### The clock network

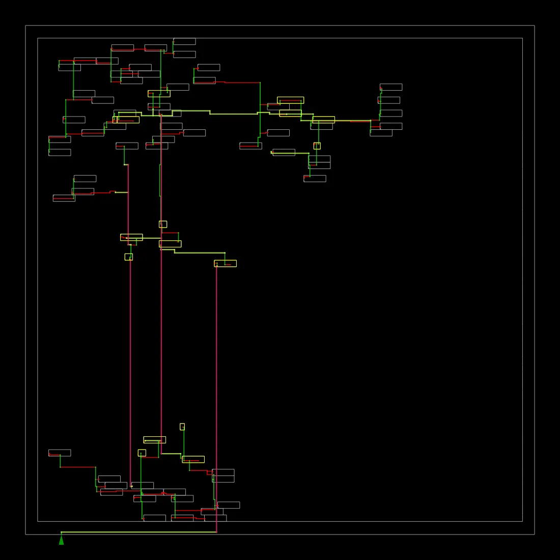
### Metal layers overlaid

Only two layers are drawn.
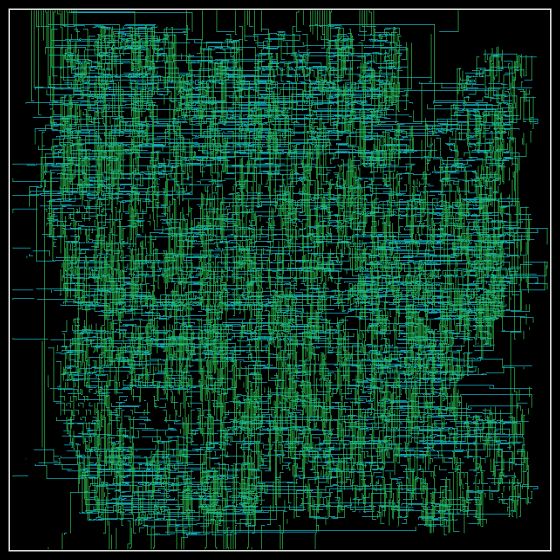
### Gate families picked out

Scale bar: 50 µm.
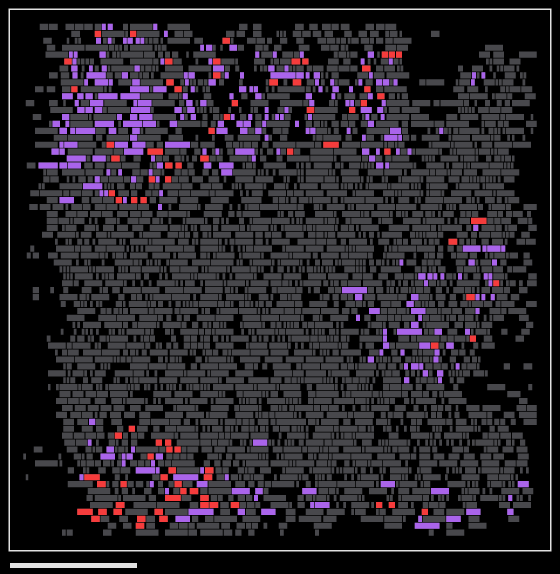
### Sequential cells colored by netlist name

Scale bar: 50 µm. Other sequential cells in the stronger gray, the rest of the logic in the fainter gray.
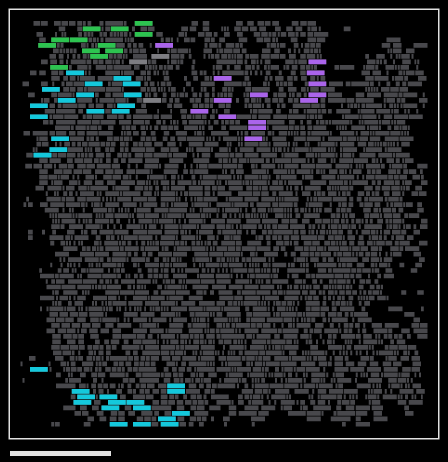
File: config.mk
export PLATFORM = sky130hd
export DESIGN_NAME = fx_noise_gate
export DESIGN_NICKNAME = d
export VERILOG_FILES = /design/src/rtl/fx_pkg.sv /design/src/rtl/fx_peak_detect.sv /design/src/rtl/fx_noise_gate.sv
export SDC_FILE = /design/constraint.sdc
export NUM_CORES = 1
export LEC_CHECK = 0
export ABC_CLOCK_PERIOD_IN_PS = 6900
export CORE_MARGIN = 5
export CORE_UTILIZATION = 55
export CTS_CLUSTER_SIZE = 40
export DETAILED_ROUTE_END_ITERATION = 8
export PLACE_DENSITY = 0.74
export SLEW_MARGIN = 25
export SYNTH_ARGS = -nofsm -noshare
export SYNTH_HDL_FRONTEND = slang
export SYNTH_HIERARCHICAL = 1
export SYNTH_SLANG_ARGS = --single-unit
File: constraint.sdc
create_clock -name clk -period 6.9 [get_ports clk]
set_input_delay 1.38 -clock clk [delete_from_list [all_inputs] [get_ports clk]]
set_output_delay 1.38 -clock clk [all_outputs]
set_load 0.1 [all_outputs]
File: src/rtl/fx_pkg.sv
// Shared types and arithmetic helpers for the fx_* effects chain.
// Sample helpers work on FX_DATA_W-bit signed audio; gains are Q1.15, unity = 0x8000.
package fx_pkg;

  localparam int          FX_DATA_W  = 16;
  localparam logic [16:0] GAIN_UNITY = 17'h08000;

  typedef enum logic [2:0] {
    CLOSED  = 3'd0,
    ATTACK  = 3'd1,
    OPEN    = 3'd2,
    HOLD    = 3'd3,
    RELEASE = 3'd4
  } gate_state_e;

  // Saturating magnitude: the most negative code maps to the most positive one.
  function automatic logic [FX_DATA_W-1:0] sat_abs(input logic signed [FX_DATA_W-1:0] x);
    logic [FX_DATA_W-1:0] r;
    if (x == {1'b1, {(FX_DATA_W-1){1'b0}}}) begin
      r = {1'b0, {(FX_DATA_W-1){1'b1}}};
    end else if (x[FX_DATA_W-1]) begin
      r = FX_DATA_W'(-x);
    end else begin
      r = x;
    end
    return r;
  endfunction

  // Signed sample times unsigned Q1.15 gain, arithmetic shift back, saturated to the sample range.
  function automatic logic signed [FX_DATA_W-1:0] sat_mul_q15(
    input logic signed [FX_DATA_W-1:0] x,
    input logic        [15:0]          g
  );
    logic signed [FX_DATA_W+16:0] xe;
    logic signed [FX_DATA_W+16:0] ge;
    logic signed [FX_DATA_W+16:0] prod;
    logic signed [FX_DATA_W+16:0] shr;
    logic signed [FX_DATA_W+16:0] hi;
    logic signed [FX_DATA_W+16:0] lo;
    logic signed [FX_DATA_W-1:0]  r;
    xe   = {{17{x[FX_DATA_W-1]}}, x};
    ge   = {{(FX_DATA_W+1){1'b0}}, g};
    hi   = {{18{1'b0}}, {(FX_DATA_W-1){1'b1}}};
    lo   = {{18{1'b1}}, {(FX_DATA_W-1){1'b0}}};
    prod = xe * ge;
    shr  = prod >>> 15;
    if (shr > hi) begin
      r = hi[FX_DATA_W-1:0];
    end else if (shr < lo) begin
      r = lo[FX_DATA_W-1:0];
    end else begin
      r = shr[FX_DATA_W-1:0];
    end
    return r;
  endfunction

endpackage

File: src/rtl/fx_peak_detect.sv
// Combinational stereo peak: max of the saturated magnitudes of L and R.
module fx_peak_detect
  import fx_pkg::*;
#(
  parameter int DATA_W = FX_DATA_W
) (
  input  logic signed [1:0][DATA_W-1:0] audio_in,
  output logic        [DATA_W-1:0]      peak
);

  logic [DATA_W-1:0] abs_l;
  logic [DATA_W-1:0] abs_r;

  assign abs_l = sat_abs(audio_in[0]);
  assign abs_r = sat_abs(audio_in[1]);
  assign peak  = (abs_l >= abs_r) ? abs_l : abs_r;

endmodule

File: src/rtl/fx_noise_gate.sv
// Stereo noise gate / downward expander: CLOSED -> ATTACK -> OPEN -> HOLD -> RELEASE,
// with gain ramps and output multiply advancing only on sample_en.
module fx_noise_gate
  import fx_pkg::*;
#(
  parameter int DATA_W     = FX_DATA_W,
  parameter int PARAM_W    = 8,
  parameter int GAIN_FLOOR = 0,
  parameter int HOLD_SCALE = 4
) (
  input  logic                          clk,
  input  logic                          reset_n,
  input  logic                          sample_en,
  input  logic signed [1:0][DATA_W-1:0] audio_in,
  output logic signed [1:0][DATA_W-1:0] audio_out,
  input  logic        [PARAM_W-1:0]     fx_threshold,
  input  logic        [PARAM_W-1:0]     fx_attack,
  input  logic        [PARAM_W-1:0]     fx_hold,
  input  logic        [PARAM_W-1:0]     fx_release,
  output logic                          gate_open,
  output logic        [15:0]            gain
);

  localparam int          HOLD_W  = PARAM_W + HOLD_SCALE;
  localparam logic [15:0] UNITY16 = 16'(GAIN_UNITY);
  localparam logic [15:0] FLOOR16 = 16'(GAIN_FLOOR);
  localparam logic [16:0] FLOOR17 = 17'(GAIN_FLOOR);

  gate_state_e                   state_q, state_d;
  logic [15:0]                   gain_q, gain_d;
  logic [HOLD_W-1:0]             hold_cnt_q, hold_cnt_d;
  logic signed [1:0][DATA_W-1:0] audio_out_q, audio_out_d;

  logic [DATA_W-1:0] peak;
  logic [15:0]       thr_open;
  logic [15:0]       thr_close;
  logic [16:0]       atk_step;
  logic [16:0]       rel_step;
  logic [16:0]       gain17;
  logic [16:0]       atk_sum;
  logic [HOLD_W-1:0] hold_load;
  logic              bypass;
  logic              above_open;
  logic              below_close;

  fx_peak_detect #(
    .DATA_W(DATA_W)
  ) u_peak (
    .audio_in(audio_in),
    .peak    (peak)
  );

  assign thr_open    = 16'({fx_threshold, 7'b0});
  assign thr_close   = thr_open >> 1;
  assign atk_step    = (17'(fx_attack) + 17'd1) << 4;
  assign rel_step    = (17'(fx_release) + 17'd1) << 2;
  assign hold_load   = HOLD_W'(fx_hold) << HOLD_SCALE;
  assign bypass      = (fx_threshold == '0);
  assign above_open  = (16'(peak) >= thr_open);
  assign below_close = (16'(peak) < thr_close);
  assign gain17      = {1'b0, gain_q};
  assign atk_sum     = gain17 + atk_step;

  always_comb begin
    // NOTE: every _d starts at its current _q so paths that skip an assignment cannot infer a latch.
    state_d     = state_q;
    gain_d      = gain_q;
    hold_cnt_d  = hold_cnt_q;
    audio_out_d = audio_out_q;

    if (sample_en) begin
      // Output uses the gain held before this sample's state update.
      for (int c = 0; c < 2; c++) begin
        audio_out_d[c] = sat_mul_q15(audio_in[c], gain_q);
      end

      if (bypass) begin
        state_d = OPEN;
        gain_d  = UNITY16;
      end else begin
        case (state_q)
          CLOSED: begin
            gain_d = FLOOR16;
            if (above_open) state_d = ATTACK;
          end
          ATTACK: begin
            if (atk_sum >= GAIN_UNITY) begin
              gain_d  = UNITY16;
              state_d = OPEN;
            end else begin
              gain_d = atk_sum[15:0];
            end
          end
          OPEN: begin
            gain_d = UNITY16;
            if (below_close) begin
              hold_cnt_d = hold_load;
              state_d    = HOLD;
            end
          end
          HOLD: begin
            if (above_open) begin
              state_d = OPEN;
            end else if (hold_cnt_q == '0) begin
              state_d = RELEASE;
            end else begin
              hold_cnt_d = hold_cnt_q - 1'b1;
            end
          end
          RELEASE: begin
            if (above_open) begin
              state_d = ATTACK;
            end else if (gain17 <= FLOOR17 + rel_step) begin
              gain_d  = FLOOR16;
              state_d = CLOSED;
            end else begin
              gain_d = 16'(gain17 - rel_step);
            end
          end
          default: begin
            state_d = CLOSED;
            gain_d  = FLOOR16;
          end
        endcase
      end
    end
  end

  always_ff @(posedge clk or negedge reset_n) begin
    if (!reset_n) begin
      state_q     <= CLOSED;
      gain_q      <= FLOOR16;
      hold_cnt_q  <= '0;
      audio_out_q <= '0;
    end else begin
      // NOTE: non-blocking so every flop samples its _d from the same pre-edge values.
      state_q     <= state_d;
      gain_q      <= gain_d;
      hold_cnt_q  <= hold_cnt_d;
      audio_out_q <= audio_out_d;
    end
  end

  assign audio_out = audio_out_q;
  assign gain      = gain_q;
  assign gate_open = (state_q == OPEN) || (state_q == HOLD);

endmodule

==> flow_metrics.env <==
# source this file to load flow results
export IMPL_post_dp_cell_area_um2=26400
export IMPL_cp_required_ps=7100
export IMPL_peakVddDrop_mv=0.377
export IMPL_taps=532
export IMPL_synthAdderAreaFrac_pct=49.5
export IMPL_antennaDiodeCount=1
export IMPL_ctsResizeCount=257
export IMPL_via_per_inst=5.58
export IMPL_ys_flop_type="dfrtp_1"
export IMPL_clockBufferDepth=2
export IMPL_cts_tree="done"
export IMPL_synthMostInstantiatedCell="inv_1"
export IMPL_top_cells_by_count="inv_1 (532), fa_1 (376), nand2_1 (306)"
export IMPL_timing_final_ws_setup_ps=-108
export IMPL_layout_drive_gt1_share_pct=23.0
export IMPL_comb_area_um2=19800
export IMPL_syn_to_final_growth_pct=27.2
export IMPL_antenna_found_initial=1
export IMPL_mux_area_share_pct=1.05
export IMPL_hold_class="flop to flop"
export IMPL_ff2ff_path_depth=24
export IMPL_status="finished, violations left"
export IMPL_route_met2_wl_um=31100
export IMPL_finalPower_mw=10.0
export IMPL_maxPowerGroup="combinational logic"
export IMPL_inverters=535
export IMPL_buf_share_pct=14.7
export IMPL_violations="setup timing"
export IMPL_top_area_share_pct=33.5
export IMPL_finalSetupViolCount=30
export IMPL_cpLargestDelayFamily="adder cells"
-- 'The clock network' (at the start) --
# clock sinks: 61
Final Skew: 12.4 ps
TritonCTS buffer count: 9
clock buffers: 9

-- 'Metal layers overlaid' (at the start) --
| color | layer | wire length |
|---|---|---|
| cyan | metal 1 | 25.5 mm |
| green | metal 2 | 31.1 mm |
drt wl/cell: 17.9 µm
drt total wl: 62,800 µm
routed via count: 19.6k

-- 'Gate families picked out' (at the start) --
| color | family | cells | most used |
|---|---|---|---|
| red | AND-OR and OR-AND gates | 81 | a21o_1 |
| purple | inverting AOI/OAI gates | 276 | a21oi_1 |
fin cells: 3,507
Commonest Layout Cell: inv_1
logic share of the area: 69.5%

-- 'Sequential cells colored by netlist name' (at the start) --
| color | netlist name | sequential cells |
|---|---|---|
| green | hold_cnt_q | 12 |
| purple | gain | 14 |
| cyan | audio_out | 32 |
not colored: 3
register area: 1530 µm²
power in sequential cells: 0.658 mW
Seq area share: 5.35%
Util after Layout: 70.2%

Power is estimated from default activity; no workload was simulated.
